--- src/rtl/cdb_arbiter_if.sv ---
`default_nettype none
// cdb_arbiter_if : request/result bundle of the CDB arbiter (master = arbiter side,
//                  slave = requesters and CDB consumer). Rev 1.0
interface cdb_arbiter_if #(
   parameter int  NUM_REQ = 4,
   parameter type T       = logic [31:0]
);
   localparam int SRC_W = $clog2(NUM_REQ);

   logic                     flush;
   logic [NUM_REQ-1:0]       req_valid;
   logic [NUM_REQ-1:0]       req_ready;
   T     [NUM_REQ-1:0]       req_data;
   logic                     cdb_valid;
   logic                     cdb_ready;
   T                         cdb_data;
   logic [SRC_W-1:0]         cdb_src;
   logic [NUM_REQ-1:0][31:0] perf_stall_cnt;

   modport master (
      input  flush, req_valid, req_data, cdb_ready,
      output req_ready, cdb_valid, cdb_data, cdb_src, perf_stall_cnt
   );

   modport slave (
      output flush, req_valid, req_data, cdb_ready,
      input  req_ready, cdb_valid, cdb_data, cdb_src, perf_stall_cnt
   );
endinterface
`default_nettype wire

--- src/rtl/cdb_arbiter.sv ---
`default_nettype none
// cdb_arbiter : round-robin CDB arbiter with one registered output stage and flush.
//               Optional stall counters under `CDB_ARB_PERF_EN. Rev 1.0
module cdb_arbiter #(
   parameter int  NUM_REQ = 4,
   parameter type T       = logic [31:0]
) (
   input  logic          clk,
   input  logic          reset,
   cdb_arbiter_if.master bus
);
   localparam int               SRC_W    = $clog2(NUM_REQ);
   localparam logic [SRC_W-1:0] LAST_IDX = SRC_W'(NUM_REQ - 1);

   logic [SRC_W-1:0] rr_ptr_q, rr_ptr_d;
   logic             out_valid_q, out_valid_d;
   T                 out_data_q, out_data_d;
   logic [SRC_W-1:0] out_src_q, out_src_d;

   logic [SRC_W-1:0] winner;
   logic [SRC_W-1:0] winner_inc;
   logic             any_req;
   logic             load;
   logic             accept;

   // Explicit modulo keeps the scan index legal when NUM_REQ is not a power of two.
   function automatic logic [SRC_W-1:0] rot_idx(input logic [SRC_W-1:0] base, input int off);
      int s;
      s = 32'(base) + off;
      if (s >= NUM_REQ) s = s - NUM_REQ;
      return SRC_W'(s);
   endfunction

   // Scan from farthest to nearest so the requester closest to rr_ptr is left as winner.
   always_comb begin
      winner  = rr_ptr_q;
      any_req = 1'b0;
      for (int k = NUM_REQ - 1; k >= 0; k--) begin
         if (bus.req_valid[rot_idx(rr_ptr_q, k)]) begin
            winner  = rot_idx(rr_ptr_q, k);
            any_req = 1'b1;
         end
      end
   end

   assign winner_inc = (winner == LAST_IDX) ? '0 : winner + 1'b1;
   assign load       = !out_valid_q || bus.cdb_ready;
   assign accept     = load && any_req && !bus.flush && !reset;

   always_comb begin
      bus.req_ready = '0;
      for (int i = 0; i < NUM_REQ; i++) begin
         bus.req_ready[i] = accept && (winner == SRC_W'(i));
      end
   end

   always_comb begin
      rr_ptr_d    = rr_ptr_q;
      out_valid_d = out_valid_q;
      out_data_d  = out_data_q;
      out_src_d   = out_src_q;
      if (bus.flush) begin
         out_valid_d = 1'b0;
      end else if (load) begin
         out_valid_d = any_req;
         if (any_req) begin
            out_data_d = bus.req_data[winner];
            out_src_d  = winner;
            rr_ptr_d   = winner_inc;
         end
      end
   end

   always_ff @(posedge clk) begin
      if (reset) begin
         rr_ptr_q    <= '0;
         out_valid_q <= 1'b0;
         out_data_q  <= '0;
         out_src_q   <= '0;
      end else begin
         rr_ptr_q    <= rr_ptr_d;
         out_valid_q <= out_valid_d;
         out_data_q  <= out_data_d;
         out_src_q   <= out_src_d;
      end
   end

   assign bus.cdb_valid = out_valid_q;
   assign bus.cdb_data  = out_data_q;
   assign bus.cdb_src   = out_src_q;

`ifdef CDB_ARB_PERF_EN
   generate
      for (genvar i = 0; i < NUM_REQ; i++) begin : g_perf
         logic [31:0] stall_cnt_q;
         always_ff @(posedge clk) begin
            if (reset) begin
               stall_cnt_q <= '0;
            end else if (bus.req_valid[i] && !bus.req_ready[i] && (stall_cnt_q != 32'hFFFF_FFFF)) begin
               stall_cnt_q <= stall_cnt_q + 32'd1;
            end
         end
         assign bus.perf_stall_cnt[i] = stall_cnt_q;
      end
   endgenerate
`else
   assign bus.perf_stall_cnt = '0;
`endif

endmodule
`default_nettype wire

--- src/flat_wrapper.sv ---
// flat-port wrapper written by rule: the top's interface ports become plain ports
module cdb_arbiter_flat 
#(
   parameter int  NUM_REQ = 4,
   parameter type T       = logic [31:0]
)
  (clk, reset, bus_flush, bus_req_valid, bus_req_data, bus_cdb_ready, bus_req_ready, bus_cdb_valid, bus_cdb_data, bus_cdb_src, bus_perf_stall_cnt);
  cdb_arbiter_if #(.NUM_REQ(NUM_REQ), .T(T)) bus_i ();
  input  logic clk;
  input  logic reset;
  input wire logic [$bits(bus_i.flush)-1:0] bus_flush;
  input wire logic [$bits(bus_i.req_valid)-1:0] bus_req_valid;
  input wire logic [$bits(bus_i.req_data)-1:0] bus_req_data;
  input wire logic [$bits(bus_i.cdb_ready)-1:0] bus_cdb_ready;
  output wire logic [$bits(bus_i.req_ready)-1:0] bus_req_ready;
  output wire logic [$bits(bus_i.cdb_valid)-1:0] bus_cdb_valid;
  output wire logic [$bits(bus_i.cdb_data)-1:0] bus_cdb_data;
  output wire logic [$bits(bus_i.cdb_src)-1:0] bus_cdb_src;
  output wire logic [$bits(bus_i.perf_stall_cnt)-1:0] bus_perf_stall_cnt;
  assign bus_i.flush = bus_flush;
  assign bus_i.req_valid = bus_req_valid;
  assign bus_i.req_data = bus_req_data;
  assign bus_i.cdb_ready = bus_cdb_ready;
  assign bus_req_ready = bus_i.req_ready;
  assign bus_cdb_valid = bus_i.cdb_valid;
  assign bus_cdb_data = bus_i.cdb_data;
  assign bus_cdb_src = bus_i.cdb_src;
  assign bus_perf_stall_cnt = bus_i.perf_stall_cnt;
  cdb_arbiter #(.NUM_REQ(NUM_REQ), .T(T)) u_core (.clk(clk), .reset(reset), .bus(bus_i));
endmodule
--- config.mk ---
export PLATFORM = sky130hd
export DESIGN_NAME = cdb_arbiter_flat
export DESIGN_NICKNAME = d
export VERILOG_FILES = /design/src/rtl/cdb_arbiter_if.sv /design/src/rtl/cdb_arbiter.sv /design/src/flat_wrapper.sv
export SDC_FILE = /design/constraint.sdc
export NUM_CORES = 1
export LEC_CHECK = 0
export CAP_MARGIN = 30
export CORE_AREA = 3 3 115 117
export CTS_CLUSTER_SIZE = 12
export DETAILED_ROUTE_END_ITERATION = 16
export DIE_AREA = 0 0 118 120
export PLACE_DENSITY_LB_ADDON = 0.25
export SLEW_MARGIN = 20
export SYNTH_ARGS = -nofsm -noshare
export SYNTH_HDL_FRONTEND = slang
export SYNTH_SLANG_ARGS = --single-unit
export TNS_END_PERCENT = 100
--- constraint.sdc ---
create_clock -name clk -period 6.23 [get_ports clk]
set_input_delay 1.246 -clock clk [delete_from_list [all_inputs] [get_ports clk]]
set_output_delay 1.246 -clock clk [all_outputs]
set_load 0.1 [all_outputs]
==> results_slide.txt, run 1 <==
Key Metrics from the Run

Placement
  • Gp weighted congestion: ~0.74

Synthesis
  • Async SR Flop Fraction: 0
  • Post-synth area from yosys stat: roughly 3200 um^2
  • Top cells by count: 132 x buf_4, 37 x dfxtp_1, 35 x mux2i_1
  • Biggest area cells: buf_4 31%, dfxtp_1 23%, mux2i_1 11%
  • Synth top cell by count: buf_4
  • Synth Area in XOR/XNOR: 0
  • Yosys warning total: 0
  • Mux frac, synth: 0.110
  • Mapped cell area: roughly 3200 um^2

Cells and area
  • Most frequent logic cell in the layout: clkdlybuf4s50_1
  • Combinational share of cell area: 0.384
  • Antenna diodes: 0
  • Leading cell kind: multi-input combinational cells
  • Flop count: 37
  • Non-filler cells, final: 694

STA
  • Worst slew margin: 0.331
  • Fmax: approximately 200 MHz
  • Hold slack: ~0.50 ns

Global routing
  • Global-route wire length before repair: 15000 um
  • Largest net degree at the start of global routing: between 60 and 70
  • Initial antenna violation count: 0
  • Vias in the first global route: 2854
  • Total grt overflow: 0
  • Met1 Usage GRT: 0.147

Hold path
  • Worst Hold End: u_core.bus.cdb_data[11]
  • Hold path startpoint: u_core.bus.cdb_data[11]

Power
  • Peak supply drop: ~0.14 mV
  • Top pwr grp: combinational logic
  • Leakage power total: between 0.0015 and 0.002 uW

Run
  • Max Cap Viol: 0
  • OpenROAD warnings: 29

Critical path
  • Reg2reg start: u_core.rr_ptr_q[1]
  • Max Fanout on Critical Path: 35
  • Crit path arrival time: 3.86 ns

Detailed routing
  • DR top layer: met4
  • Metal2 WL: 4980 um
  • Vias: 2910
  • Initial drt markers: 91

Clock tree
  • Clock sink count: 37
  • H-tree Lvls: 2

Status
  • Outcome: finished clean
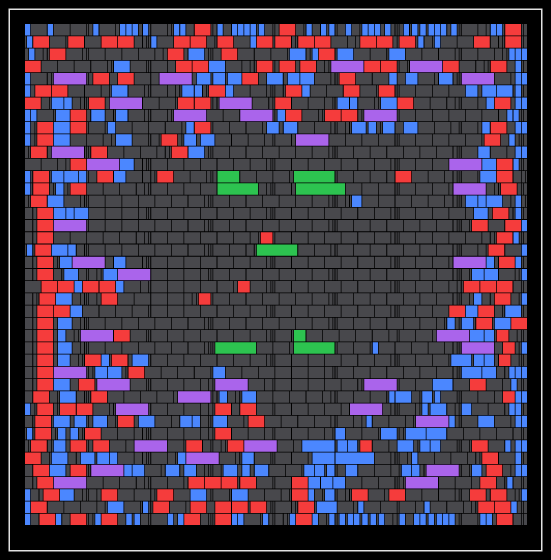
Run 1: placement by cell class
Fill, decap, tap and diode cells in gray.
color	class	cells
green	clock drivers and dummy loads	8
purple	flip-flops	37
red	other buffers and delay cells	178
blue	all other logic	299
num rows: 41
fin util: 0.379
flop share of the area: 0.157
Core ar.: 12500 um^2
design area: 4720 um^2

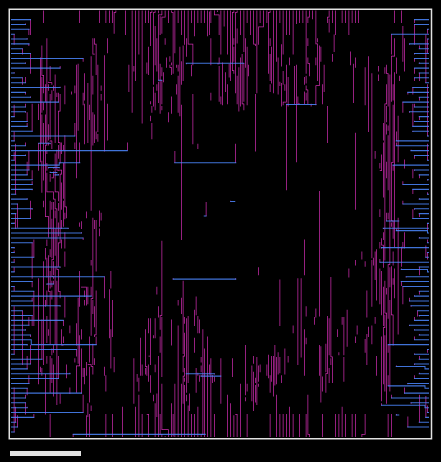
Run 1: metal layers overlaid
The bar under the picture is 20 um long. Only two layers are drawn.
color	layer	wire length
magenta	met2	4980 um
blue	met3	1150 um
Avg WL per Cell: 14.3 um
WL final: 9910 um

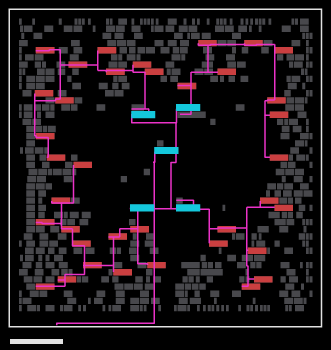
Run 1: clock network drawn from the DEF
The bar under the picture is 20 um long.
[magenta] clock wires | length: 694 um
[cyan] cells driving clock nets | count: 5
[red] flip-flops | count: 37
flops lie	all over the die
routed clock nets	6
P_clk: 304 uW
Final Skew: 0.0121 ns
Clk pwr share: 0.208
clk ins delay skew pair: 0.28 ns

Run 1, sequential cells colored by netlist name:
The bar under the picture is 20 um long.
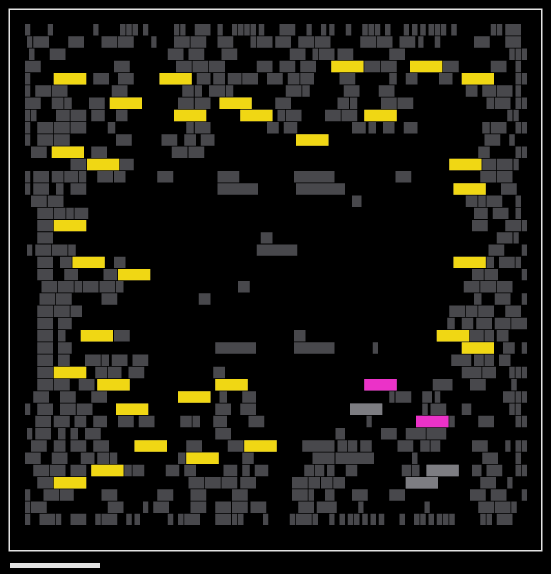

==> run 1 -> run 2 <==
- clock period: 6.23 -> 5.2 ns (I/O delays scaled with it)
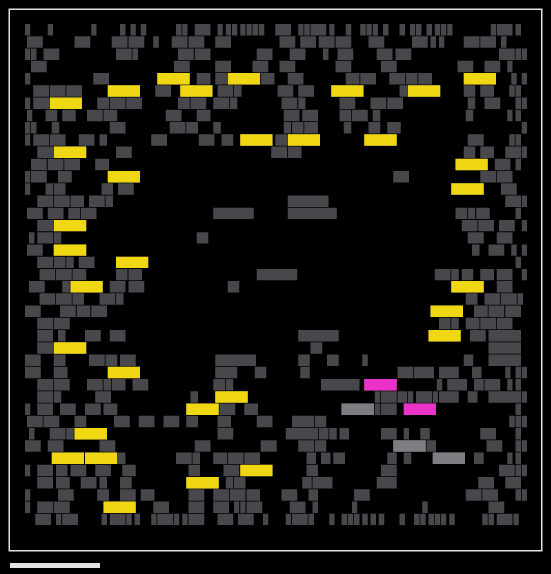
Run 2: sequential cells colored by netlist name
The bar under the picture is 20 um long.
color	netlist name	sequential cells
magenta	`u_core.bus.cdb_src`	2
yellow	`u_core.bus.cdb_data`	32
not colored	3
flop share of the area: 0.155
Seq power: 345 uW

==> results_slide.txt, run 2 <==
Key Metrics from the Run

Detailed routing
  • DR top layer: met4
  • Vias: 2914
  • Avg WL per Cell: 14.5 um
  • Initial drt markers: between 70 and 80
  • Metal2 WL: 5190 um

Cells and area
  • Combinational share of cell area: 0.378
  • Share of cells above drive strength 1: 0.0515
  • Antenna diodes: 0
  • Non-filler cells, final: approximately 700
  • Most frequent logic cell in the layout: clkdlybuf4s50_1
  • Flop count: 37

Power
  • Top pwr grp: combinational logic
  • Peak supply drop: between 0.15 and 0.2 mV
  • Clk pwr share: 0.208
  • P_clk: 367 uW

Clock tree
  • H-tree Lvls: 2
  • Clk ins delay skew pair: 0.28 ns
  • Clock sink count: 37

Synthesis
  • Mapped cell area: between 3000 and 4000 um^2
  • Async SR Flop Fraction: 0
  • Yosys warning total: 0
  • Synth top cell by count: buf_4
  • Biggest area cells: buf_4 31%, dfxtp_1 23%, mux2i_1 11%
  • Mux frac, synth: 0.110

STA
  • Final Skew: 0.00932 ns
  • Fmax: roughly 230 MHz
  • Hold slack: 0.493 ns

Global routing
  • Global-route wire length before repair: 15200 um
  • Initial antenna violation count: 0
  • Met1 Usage GRT: 0.145
  • Largest net degree at the start of global routing: 43
  • Total grt overflow: 0
  • Vias in the first global route: 2811

Hold path
  • Hold path startpoint: u_core.bus.cdb_data[10]
  • WHS Path Cells: 2
  • Worst Hold End: u_core.bus.cdb_data[10]

Run
  • Max Cap Viol: 0

Floorplanning
  • Num rows: 41
  • Die Height: 120 um

Status
  • Outcome: finished clean

Critical path
  • Max Fanout on Critical Path: 26
  • Reg2reg start: u_core.rr_ptr_q[1]
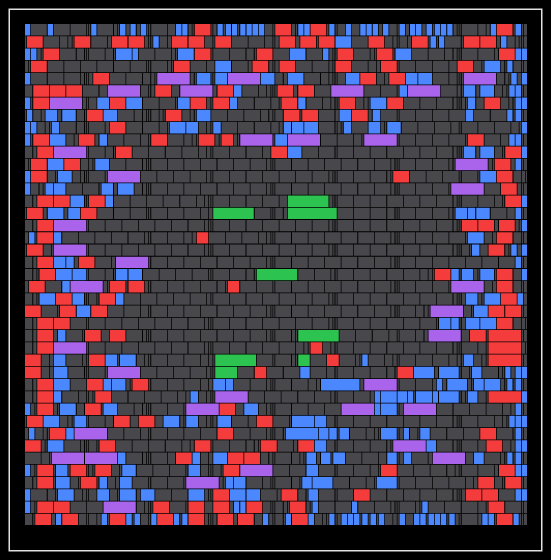
Run 2: placement by cell class
Fill, decap, tap and diode cells in gray.
color	class	cells
red	other buffers and delay cells	180
blue	all other logic	299
green	clock drivers and dummy loads	8
purple	flip-flops	37
design area: 4780 um^2
fin util: 0.384

Run 2, metal layers overlaid:
The bar under the picture is 20 um long. Only two layers are drawn.
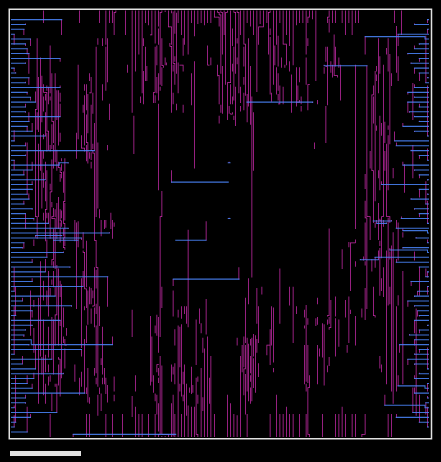

==> run 2 -> run 3 <==
- CORE_AREA: 3 3 115 117 -> 3 3 118 120
- DIE_AREA: 0 0 118 120 -> 0 0 121 123
- clock period: 5.2 -> 3.7 ns (I/O delays scaled with it)
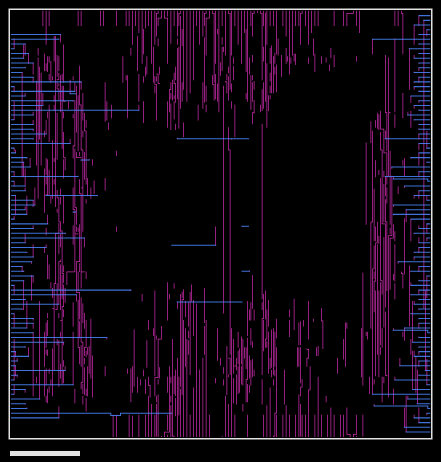
Run 3: metal layers overlaid
The bar under the picture is 20 um long. Only two layers are drawn.
color	layer	wire length
blue	met3	1160 um
magenta	met2	5420 um
Avg WL per Cell: 14.6 um
Vias: 2925
GRT Util Overall: 0.127

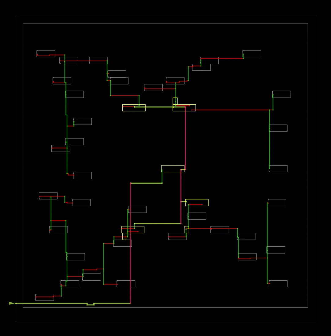
Run 3: clock nets
CTS Buf Count: 5
P_clk: 423 uW
flop count: 37

==> results_slide.txt, run 3 <==
Key Metrics from the Run

Floorplanning
  • Die Height: 123 um
  • Num rows: 42
  • N_taps: 176

Power
  • Top pwr grp: combinational logic
  • Leakage power total: 0.00189 uW
  • Clk pwr share: 0.177
  • Seq power: 484 uW
  • Peak supply drop: 0.235 mV

Clock tree
  • Clock sink count: 37
  • Clk ins delay skew pair: 0.28 ns

Cells and area
  • Antenna diodes: 0
  • Non-filler cells, final: roughly 700
  • Share of cells above drive strength 1: 0.0568
  • Leading cell kind: buffers
  • Fin util: 0.365
  • Combinational share of cell area: 0.379
  • Flop share of the area: 0.155
  • Design area: 4780 um^2
  • Most frequent logic cell in the layout: clkdlybuf4s50_1

Status
  • Outcome: finished clean

Synthesis
  • Synth Area in XOR/XNOR: 0
  • Mux frac, synth: 0.110
  • Synth top cell by count: buf_4
  • Yosys warning total: 0
  • Biggest area cells: buf_4 31%, dfxtp_1 23%, mux2i_1 11%
  • Post-synth area from yosys stat: 3200 um^2
  • Synth flops: 37

Detailed routing
  • Initial drt markers: 87
  • DR top layer: met4
  • Metal2 WL: between 5000 and 6000 um
  • # DRC: 0

Global routing
  • Global-route wire length before repair: 14700 um
  • Initial antenna violation count: 0
  • Vias in the first global route: 2797
  • Met1 Usage GRT: 0.134
  • Largest net degree at the start of global routing: 43

STA
  • Hold slack: 0.492 ns
  • Final Skew: 0.00898 ns
  • Fmax: 290 MHz
  • Worst slew margin: 0.329

Placement
  • Gp weighted congestion: around 0.73

Hold path
  • Hold path startpoint: u_core.bus.cdb_data[7]
  • WHS Path Cells: 2
  • Worst Hold End: u_core.bus.cdb_data[7]

Run
  • OpenROAD warnings: 29
  • Max Cap Viol: 0

Critical path
  • Reg2reg start: u_core.rr_ptr_q[1]
  • Kind of end point of the critical path: primary output
  • Max Fanout on Critical Path: 5
Power is estimated from default activity; no workload was simulated.
